===== config.mk =====
export PLATFORM = sky130hd
export DESIGN_NAME = parity_rx
export DESIGN_NICKNAME = d
export VERILOG_FILES = /design/src/rtl/parity_rx_pkg.sv /design/src/rtl/parity_acc.sv /design/src/rtl/parity_rx.sv
export SDC_FILE = /design/constraint.sdc
export NUM_CORES = 1
export LEC_CHECK = 0
export CAP_MARGIN = 20
export CORE_MARGIN = 4
export CORE_UTILIZATION = 50
export CTS_BUF_LIST = sky130_fd_sc_hd__clkbuf_8
export CTS_CLUSTER_SIZE = 14
export DETAILED_ROUTE_END_ITERATION = 10
export GPL_ROUTABILITY_DRIVEN = 1
export PLACE_DENSITY = 0.68
export SYNTH_ARGS = -nofsm -noshare
export SYNTH_HDL_FRONTEND = slang
export SYNTH_SLANG_ARGS = --single-unit
export TNS_END_PERCENT = 100

===== constraint.sdc =====
create_clock -name clk -period 3.4 [get_ports clk]
set_input_delay 0.68 -clock clk [delete_from_list [all_inputs] [get_ports clk]]
set_output_delay 0.68 -clock clk [all_outputs]
set_load 0.01 [all_outputs]

===== src/rtl/parity_rx_pkg.sv =====
// Shared types and constants for the parity-protected serial receiver.
package parity_rx_pkg;

    typedef enum logic [2:0] {
        StIdle,
        StData,
        StParity,
        StStop,
        StWaitHi
    } rx_state_e;

    localparam logic PAR_EVEN = 1'b0;
    localparam logic PAR_ODD  = 1'b1;

    localparam int unsigned ERR_CNT_W = 8;

endpackage


===== src/rtl/parity_acc.sv =====
// Running one-bit XOR accumulator; shared by the parity transmitter and receiver.
module parity_acc (
    input  logic clk,
    input  logic rst,
    input  logic clr,
    input  logic en,
    input  logic bit_in,
    output logic acc
);

    logic acc_q;

    always_ff @(posedge clk or posedge rst) begin
        if (rst) begin
            acc_q <= 1'b0;
        end else if (clr) begin
            acc_q <= 1'b0;
        end else if (en) begin
            acc_q <= acc_q ^ bit_in;
        end
    end

    assign acc = acc_q;

endmodule


===== src/rtl/parity_rx.sv =====
// Serial frame receiver: start, DATA_W data bits LSB first, parity, stop.
// Optional saturating error counter enabled by defining PARITY_RX_ERRCNT_EN.
module parity_rx
    import parity_rx_pkg::*;
#(
    parameter int unsigned DATA_W = 8,
    parameter logic        ODD    = PAR_EVEN
) (
    input  logic                 clk,
    input  logic                 rst,
    input  logic                 rx,
    input  logic                 bit_en,
`ifdef PARITY_RX_ERRCNT_EN
    input  logic                 err_clr,
    output logic [ERR_CNT_W-1:0] err_cnt,
`endif
    output logic [DATA_W-1:0]    data_out,
    output logic                 valid,
    output logic                 par_err,
    output logic                 frm_err
);

    localparam int unsigned CNT_W = $clog2(DATA_W + 1);
    localparam int unsigned IDX_W = $clog2(DATA_W);

    rx_state_e         state_q, state_d;
    logic [CNT_W-1:0]  cnt_q, cnt_d;
    logic [DATA_W-1:0] shift_q, shift_d;
    logic              acc_clr, acc_en, acc;
    logic              frame_done;
    logic              frame_par_err, frame_frm_err;

    parity_acc u_acc (
        .clk    (clk),
        .rst    (rst),
        .clr    (acc_clr),
        .en     (acc_en),
        .bit_in (rx),
        .acc    (acc)
    );

    // acc already holds data and parity bits once the stop bit is sampled
    assign frame_par_err = acc ^ ODD;
    assign frame_frm_err = ~rx;

    always_comb begin
        state_d    = state_q;
        cnt_d      = cnt_q;
        shift_d    = shift_q;
        acc_clr    = 1'b0;
        acc_en     = 1'b0;
        frame_done = 1'b0;
        unique case (state_q)
            StIdle: begin
                if (bit_en && !rx) begin
                    state_d = StData;
                    cnt_d   = '0;
                    acc_clr = 1'b1;
                end
            end
            StData: begin
                if (bit_en) begin
                    shift_d[cnt_q[IDX_W-1:0]] = rx;
                    acc_en = 1'b1;
                    cnt_d  = cnt_q + 1'b1;
                    if (cnt_q == CNT_W'(DATA_W - 1)) begin
                        state_d = StParity;
                    end
                end
            end
            StParity: begin
                if (bit_en) begin
                    acc_en  = 1'b1;
                    state_d = StStop;
                end
            end
            StStop: begin
                if (bit_en) begin
                    frame_done = 1'b1;
                    state_d    = rx ? StIdle : StWaitHi;
                end
            end
            StWaitHi: begin
                // Keep a stuck-low line or break from looking like fresh start bits
                if (bit_en && rx) begin
                    state_d = StIdle;
                end
            end
            default: state_d = StIdle;
        endcase
    end

    always_ff @(posedge clk or posedge rst) begin
        if (rst) begin
            state_q  <= StIdle;
            cnt_q    <= '0;
            shift_q  <= '0;
            data_out <= '0;
            valid    <= 1'b0;
            par_err  <= 1'b0;
            frm_err  <= 1'b0;
        end else begin
            state_q <= state_d;
            cnt_q   <= cnt_d;
            shift_q <= shift_d;
            valid   <= frame_done;
            if (frame_done) begin
                data_out <= shift_q;
                par_err  <= frame_par_err;
                frm_err  <= frame_frm_err;
            end
        end
    end

`ifdef PARITY_RX_ERRCNT_EN
    logic [ERR_CNT_W-1:0] err_cnt_q;

    // Clear wins over a coinciding error frame
    always_ff @(posedge clk or posedge rst) begin
        if (rst) begin
            err_cnt_q <= '0;
        end else if (err_clr) begin
            err_cnt_q <= '0;
        end else if (frame_done && (frame_par_err || frame_frm_err) && (err_cnt_q != '1)) begin
            err_cnt_q <= err_cnt_q + 1'b1;
        end
    end

    assign err_cnt = err_cnt_q;
`endif

endmodule

Fig. 1: run 1, metal layers overlaid
The bar under the picture is 20 µm long. Two of the layers only.
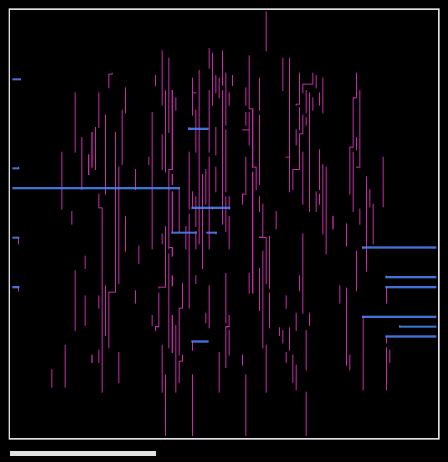
metal 2: drawn in magenta, wire length 997 µm. metal 3: drawn in blue, wire length 84.4 µm.
drt total wl: 2150 µm
total vias in the final route: 829
drt wl/cell: 14.5 µm
Tot GR Track Use: 15.6%

Fig. 2: run 1, clock nets
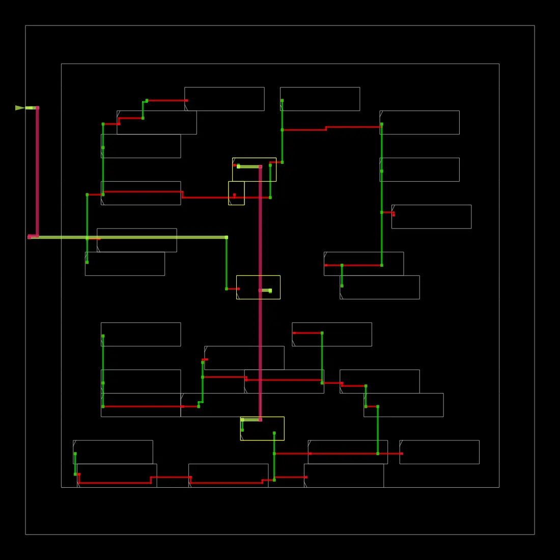
TritonCTS Buffers: 3
FF+latch count: 27

Fig. 3: run 1, clock wires, drivers and flops
The bar under the picture is 20 µm long.
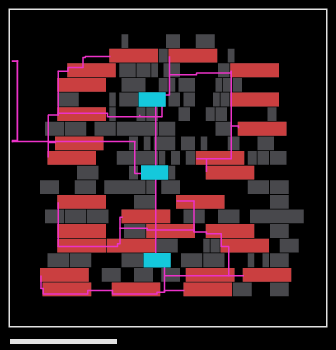
flip-flops: drawn in red, count 27. clock wires: drawn in magenta, length 304 µm. clock drivers: drawn in cyan, count 3.
There are 4 routed clock nets.

==> run summary, run 1 <==
status: completed
FF-to-FF path depth: 3
chip area in the Yosys report: 1290 µm²
vias in the first global route: 858
Setup TNS: 0 ns
Yosys top cell by area: dfrtp_1
CP endpoint kind: register
Cell Area, Synth: 1290 µm²
clock network area share: 3.09%
# rows: 18
Synth logic family: simple AND/OR/NAND/NOR gates
end point of the critical path: par_err$_DFFE_PP0P_
routability congestion estimate: 0.754
Max-cap violations: 0
WL met1: 1020 µm
hold slack: 0.491 ns
port buffer count: 14
WL met3: 84 µm
clock buffer count in the final layout: 3
Reg clk slew, reported paths: 0.09 ns
DP Area: 1420 µm²
register share of total power: 47.9%
Yosys Instances: 107
Net Sw Power: 442 µW
internal reg-to-reg setup slack: 1.50 ns
Fig. 4: run 1, cells colored by class
Fill, decap, tap and diode cells in gray.
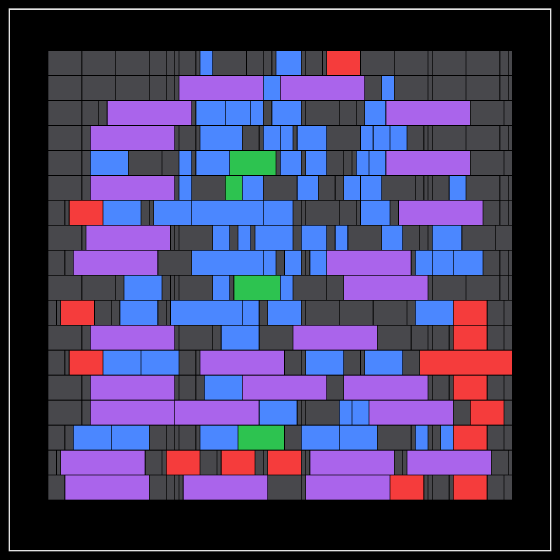

==> run 1 -> run 2 <==
--- a/config.mk
+++ b/config.mk
@@ -12,7 +12,7 @@
 export CTS_CLUSTER_SIZE = 14
 export DETAILED_ROUTE_END_ITERATION = 10
 export GPL_ROUTABILITY_DRIVEN = 1
-export PLACE_DENSITY = 0.68
+export PLACE_DENSITY = 0.71
 export SYNTH_ARGS = -nofsm -noshare
 export SYNTH_HDL_FRONTEND = slang
 export SYNTH_SLANG_ARGS = --single-unit
==> constraint.sdc (replaced) <==
create_clock -name clk -period 2 [get_ports clk]
set_input_delay 0.4 -clock clk [delete_from_list [all_inputs] [get_ports clk]]
set_output_delay 0.4 -clock clk [all_outputs]
set_load 0.01 [all_outputs]
Fig. 5: run 2, cells colored by class
Fill, decap, tap and diode cells in gray.
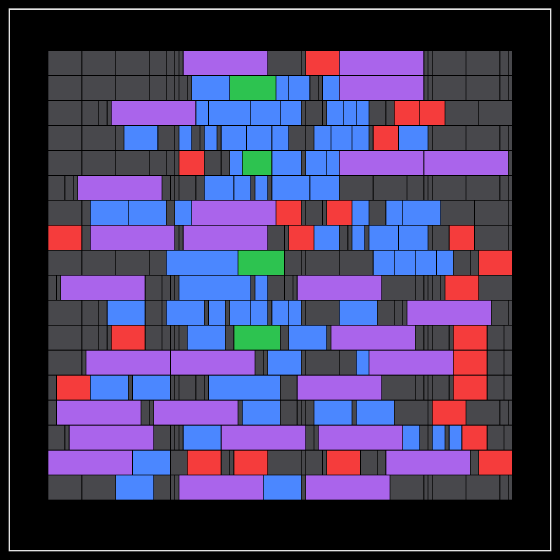
combinational and other logic: drawn in blue, cells 72. other buffers and delay cells: drawn in red, cells 23. clock drivers and dummy loads: drawn in green, cells 4. flops: drawn in purple, cells 27.

==> run 2 against run 1 <==
Compared with the run above:
- clock skew rose by 0.0040 ns
- non-clock buffer count increased by 8
- design area grew 2.9%
- area after synthesis did not move
- hold slack lost 0.022 ns
- final cell count grew 5.4%
- synthesized cell count stayed put
- highest routed layer unchanged
==> run summary, run 2 <==
status: completed
DP Area: 1490 µm² (+4.7%)
MUX area fraction: 16.5%
drt total wl: 2240 µm (+4.3%)
top post-synthesis cells by area: dfrtp_1, mux2_2, nor4_4
total vias in the final route: 842 (+1.6%)
end point of the critical path: cnt_q[0]$_DFFE_PP0P_
chip area in the Yosys report: 1290 µm² (unchanged)
initial antenna violation count: 0
Net Sw Power: 792 µW (+79%)
Pleak: 0.000680 µW
Synth logic family: simple AND/OR/NAND/NOR gates
FF+latch count: 27 (unchanged)
FF-to-FF path depth: 3 (unchanged)
Layout fillers: 215
grt ovf: 0
routability congestion estimate: 0.803 (+6.5%)
ANT nets after route: 0
CP endpoint kind: register
Mapped Avg Cell Area: 12.1 µm²
clock buffer count in the final layout: 3 (unchanged)
Reg clk slew, reported paths: 0.10 ns (about the same)
vias in the first global route: 889 (+3.6%)
hold slack: 0.469 ns (-0.0222 ns)
register share of total power: 42.5% (-5.4 points)
TritonCTS Buffers: 3 (unchanged)
met1 Usage GRT: 19.6%
port buffer count: 14 (unchanged)
clock network area share: 3.25% (+0.16 points)
Tot GR Track Use: 15.5% (-0.096 points)
first-pass GRT wire length: 4020 µm
WL met1: 1060 µm (+3.1%)
# rows: 18 (unchanged)
WL met3: 92 µm (+9.5%)
internal reg-to-reg setup slack: 0.31 ns (-1.19 ns)
drt wl/cell: 14.4 µm (-1.0%)
Setup TNS: 0 ns (unchanged)
buffer share of cell area: 13.5%
Commonest flop: dfrtp_1
Max-cap violations: 0 (unchanged)
Cell Area, Synth: 1290 µm² (unchanged)
Max-slew headroom: 70.1%
Worst path depth: 4
Yosys Instances: 107 (unchanged)
Yosys top cell by area: dfrtp_1
Comb gates: 68
sequential standard cell area: 676 µm²
Power figures rest on the tool's default switching activity, not on a simulated workload.
